**Power grid**

The bar under the picture is 20 um long. Pins as bars on the die edge.
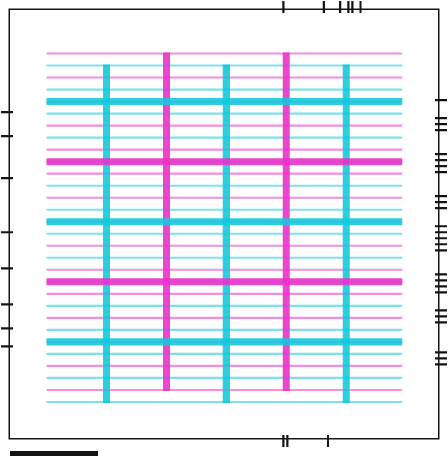
**Placed cells, one color a class**

The bar under the picture is 20 um long.
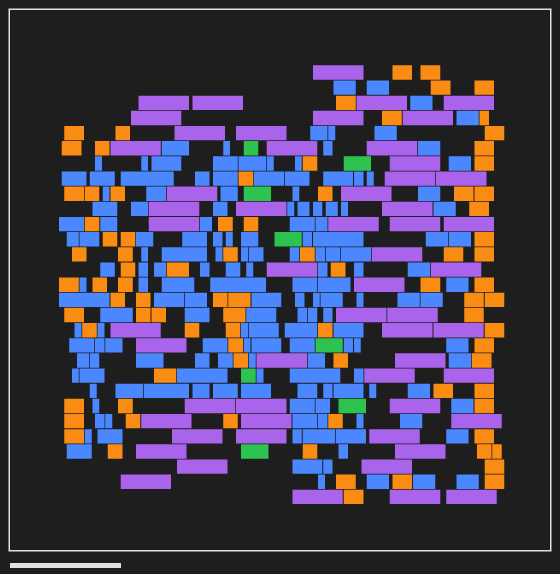
**Clock network drawn from the DEF**

The bar under the picture is 20 um long.
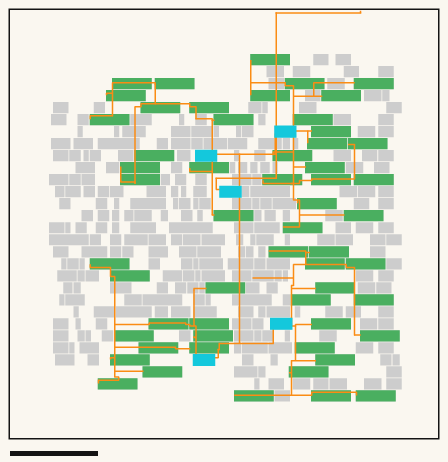
**Signal wires by layer**

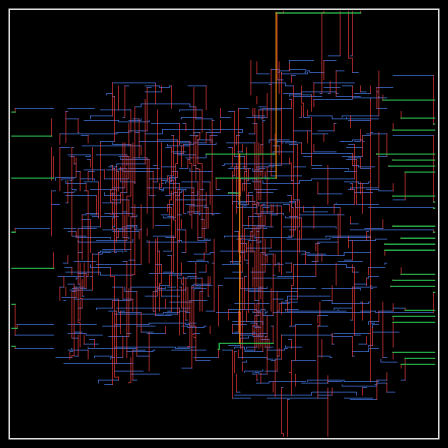
Design pooling_unit, sky130hd; sources not shown.
==> PnR_summary.wiki <==
== Implementation results ==
{| class="wikitable"
! Metric !! Value
|-
| Run status || completed
|-
| Final Hold Violation Tally || 0
|-
| Cell types occupying the most area after synthesis || sky130_fd_sc_hd__dfrtp_1, sky130_fd_sc_hd__ha_1, sky130_fd_sc_hd__mux2_2
|-
| Arrival time of data at the critical path endpoint || between 5000 and 6000 ps
|-
| Die area || approximately 0.0094 mm^2
|-
| Flop2flop setup slack || 1120 ps
|-
| First-pass GRT wire length || approximately 9.6 mm
|-
| Syn avg cell area || between 10 and 15 um^2
|-
| Synthesized Nets || about 260
|-
| Weighted congestion at the end of routability-driven global placement || roughly 0.85
|-
| Router iterations before antenna repair || 3
|-
| Synthesized cell area || 0.00281 mm^2
|-
| Max Clk Rate || between 0.15 and 0.2 GHz
|-
| DR vias/cell || 5.12
|-
| Top logic cell by instance count in the layout || sky130_fd_sc_hd__dfrtp_1
|-
| Clock-pin transition on the worst setup and hold timing paths || around 100 ps
|-
| Number of synthesized flops with an enable pin || 0
|-
| Number of global-route vias before repair || approximately 2000
|-
| Hold-fix buffers at CTS || 0
|-
| Buffers from clock root to sink, at most || 2
|-
| Total power density per cell area || 343 mW/mm^2
|-
| Pin count of the biggest net entering global routing || 57
|-
| Post-synth seq share || 0.498
|-
| Critical Setup Path Class || input pin to register
|-
| Top cells excl fill/tap || sky130_fd_sc_hd__dfrtp_1, sky130_fd_sc_hd__clkdlybuf4s50_1, sky130_fd_sc_hd__buf_4
|-
| Yosys cell count || ~230
|-
| Cell area after placement || roughly 0.0036 mm^2
|-
| Overflow after GRT || 0
|-
| Flops after synth || roughly 56
|-
| Number of warnings printed during yosys synthesis || 0
|-
| Number of standard cells after synthesis || 225
|-
| Number of antenna cells inserted || 0
|-
| First-iteration detailed-routing DRC count || approximately 45
|-
| Commonest flop || sky130_fd_sc_hd__dfrtp_1
|-
| Endpoint kind of the worst setup timing path || register
|-
| Number of remaining DRC errors || 0
|-
| Least-Margin Pin Slew || just over 900 ps
|-
| Leakage Power || 0.00180 uW
|-
| Setup repair after global routing missed its margin || false
|-
| Total area of sequential cells || about 0.0014 mm^2
|-
| Final #Nets || 347
|-
| Clock tree from TritonCTS || done
|-
| Endpoint required time on the critical path || just over 6000 ps
|-
| Cell count of the worst hold path || 0
|-
| TritonCTS buffer count || 5
|-
| Cell taking the most area after synthesis || sky130_fd_sc_hd__dfrtp_1
|-
| Finish-stage setup viols || 0
|-
| Asr flop ratio synth || 1.00
|-
| Fill cell count || just over 500
|-
| Cell Count Post-Placement || between 300 and 400
|-
| Share of post-route cells with drive strength above 1 || 0.373
|-
| Final slew viol count || 0
|-
| Register-to-Register Path Depth || 22
|-
| Area Overhead vs Synth || 39.0%
|-
| Flip-flop count of the largest register, all copies and words added || 32
|-
| Count of non-filler cells in the finished layout || 391
|-
| Quantity of I/O buffers inserted on ports || 42
|-
| Most numerous cell types in the synthesized netlist || sky130_fd_sc_hd__dfrtp_1, sky130_fd_sc_hd__inv_1, sky130_fd_sc_hd__mux2_2
|-
| Final clock period utilization by the worst path || 0.959
|-
| Antenna violations before repair || 0
|-
| Number of ports placed on the die boundary || 43
|-
| Dominant cell area share || 0.498
|-
| Root cell of the clock tree || sky130_fd_sc_hd__clkbuf_8
|-
| Slew HR || 0.387
|-
| Starting Density || 0.443
|-
| Number of placement rows || 29
|-
| Half-perimeter wire length after placement || between 4 and 5 mm
|-
| Path class of the lowest-slack min-delay path || register to register
|-
| Sinks on the clock net || around 56
|-
| Final period demand of the worst path || about 5700 ps
|-
| Logic cell area || 0.00147 mm^2
|-
| Number of warnings the tools reported || 26
|-
| Number of distinct library cells after synthesis || 38
|-
| H-tree levels || 2
|-
| Number of max-cap violations || 0
|-
| Antenna-violating nets left || 0
|-
| Top cell type by instance count after synthesis || sky130_fd_sc_hd__dfrtp_1
|-
| Type of origin of the critical path || input pin
|-
| Area reported by Yosys stat || about 0.0028 mm^2
|-
| Max Fanout on Critical Path || 5
|-
| Hold slack || between 400 and 500 ps
|}
About 'power grid':
[VDD] magenta
[VSS] cyan
rows: 29
met4 straps: 5
met5 straps: 5
die x size: 96.9 um
worst supply voltage drop on vdd: 210 uV
core outline area: 0.00635 mm^2
vertical die dimension: 96.9 um

About 'placed cells, one color a class':
[flip-flops] purple | cells: 56
[other buffers and delay cells] orange | cells: 85
[all other logic] blue | cells: 165
[clock drivers and dummy loads] green | cells: 8
final standard cell utilization of the core: 0.616
Layout Cell Area excl Fill: 0.00391 mm^2

About 'clock network drawn from the DEF':
[clock wires] orange | length: 639 um
[flip-flops] green | count: 56
[cells driving clock nets] cyan | count: 5
routed clock nets: 6
Clock Power Share: 0.160
clk ins delay skew pair: 310 ps
reported clock group power: 214 uW
skew final: 4.14 ps

About 'signal wires by layer':
[met1] blue | wire length: 2390 um
[met3] green | wire length: 291 um
[met2] red | wire length: 2760 um
[met4] orange | wire length: 80.2 um
drt wl/cell: 14.1 um
via count: 2003
overall routing resource usage: 0.119
wire length after detailed routing: 5.52 mm

worst max-delay path: stages:
cell and delay (ps):
sky130_fd_sc_hd__clkdlybuf4s50_1 490, sky130_fd_sc_hd__inv_2 60, sky130_fd_sc_hd__ha_4 210, sky130_fd_sc_hd__nor2b_1 120, sky130_fd_sc_hd__o211a_1 220, sky130_fd_sc_hd__o21a_1 210, sky130_fd_sc_hd__o21ai_4 200, sky130_fd_sc_hd__buf_6 150
sky130_fd_sc_hd__mux2i_4 260, sky130_fd_sc_hd__ha_4 170, sky130_fd_sc_hd__and4_4 230, sky130_fd_sc_hd__nand4_1 130, sky130_fd_sc_hd__a311oi_2 230, sky130_fd_sc_hd__o311ai_2 160, sky130_fd_sc_hd__a32oi_4 240, sky130_fd_sc_hd__buf_6 160
sky130_fd_sc_hd__mux2_4 310, sky130_fd_sc_hd__ha_1 290, sky130_fd_sc_hd__o21ai_1 120, sky130_fd_sc_hd__a21oi_1 60, sky130_fd_sc_hd__o21bai_2 250, sky130_fd_sc_hd__a21o_2 220, sky130_fd_sc_hd__o21ai_0 110, sky130_fd_sc_hd__o221ai_2 170
per-stage QoR:
| stage | setup TNS, ps | total power [uW] | setup slack, ps |
|---|---|---|---|
| 3_5_place_dp | -2960 | 1100 | -406 |
| 4_1_cts | 0 | 1330 | 8.46 |
| 5_1_grt | 0 | 1440 | 5.54 |
| 3_3_place_gp | -2600 | 1090 | -340 |
| 6_report | 0 | 1340 | 242 |
| 2_1_floorplan | 0 | 790 | 398 |
layer usage:
layer,routed length (um),up-vias,global-route usage
li1,-,995,-
met1,2390,962,0.135
met2,2760,41,0.204
met3,290,5,0.0363
met4,80,0,0.0426
met5,0,-,0
cells by family after synthesis:
| logic type | after synthesis | synth area share |
|---|---|---|
| DFF | 56 | 0.498 |
| AOI/OAI and AO/OA | 48 | 0.145 |
| muxes | 38 | 0.157 |
| buffers and inverters | 32 | 0.0427 |
| and+or+nand+nor | 28 | 0.0556 |
| adders and majority gates | 23 | 0.102 |
final cells by class:
cell class | instances | area share
Clock buffer | 6 | 0.0211
Clock inverter | 2 | 0.00384
Inverter | 27 | 0.0259
Multi-Input combinational cell | 138 | 0.375
Sequential cell | 56 | 0.358
Tap cell | 77 | 0.0246
Timing Repair Buffer | 85 | 0.191
power breakdown:
group | switching, uW | internal, uW | leakage, uW | total, uW
clock | 121 | 93.9 | 0.0000434 | 214
combinational | 199 | 368 | 0.00110 | 568
sequential | 73.8 | 485 | 0.000660 | 558
timing repair:
item	in CTS	in global routing
cloned	1	0
setup endpoints to repair	8	8
pin swaps	1	14
setup buffers	0	3
resized	5	30
Power is estimated from default activity; no workload was simulated.
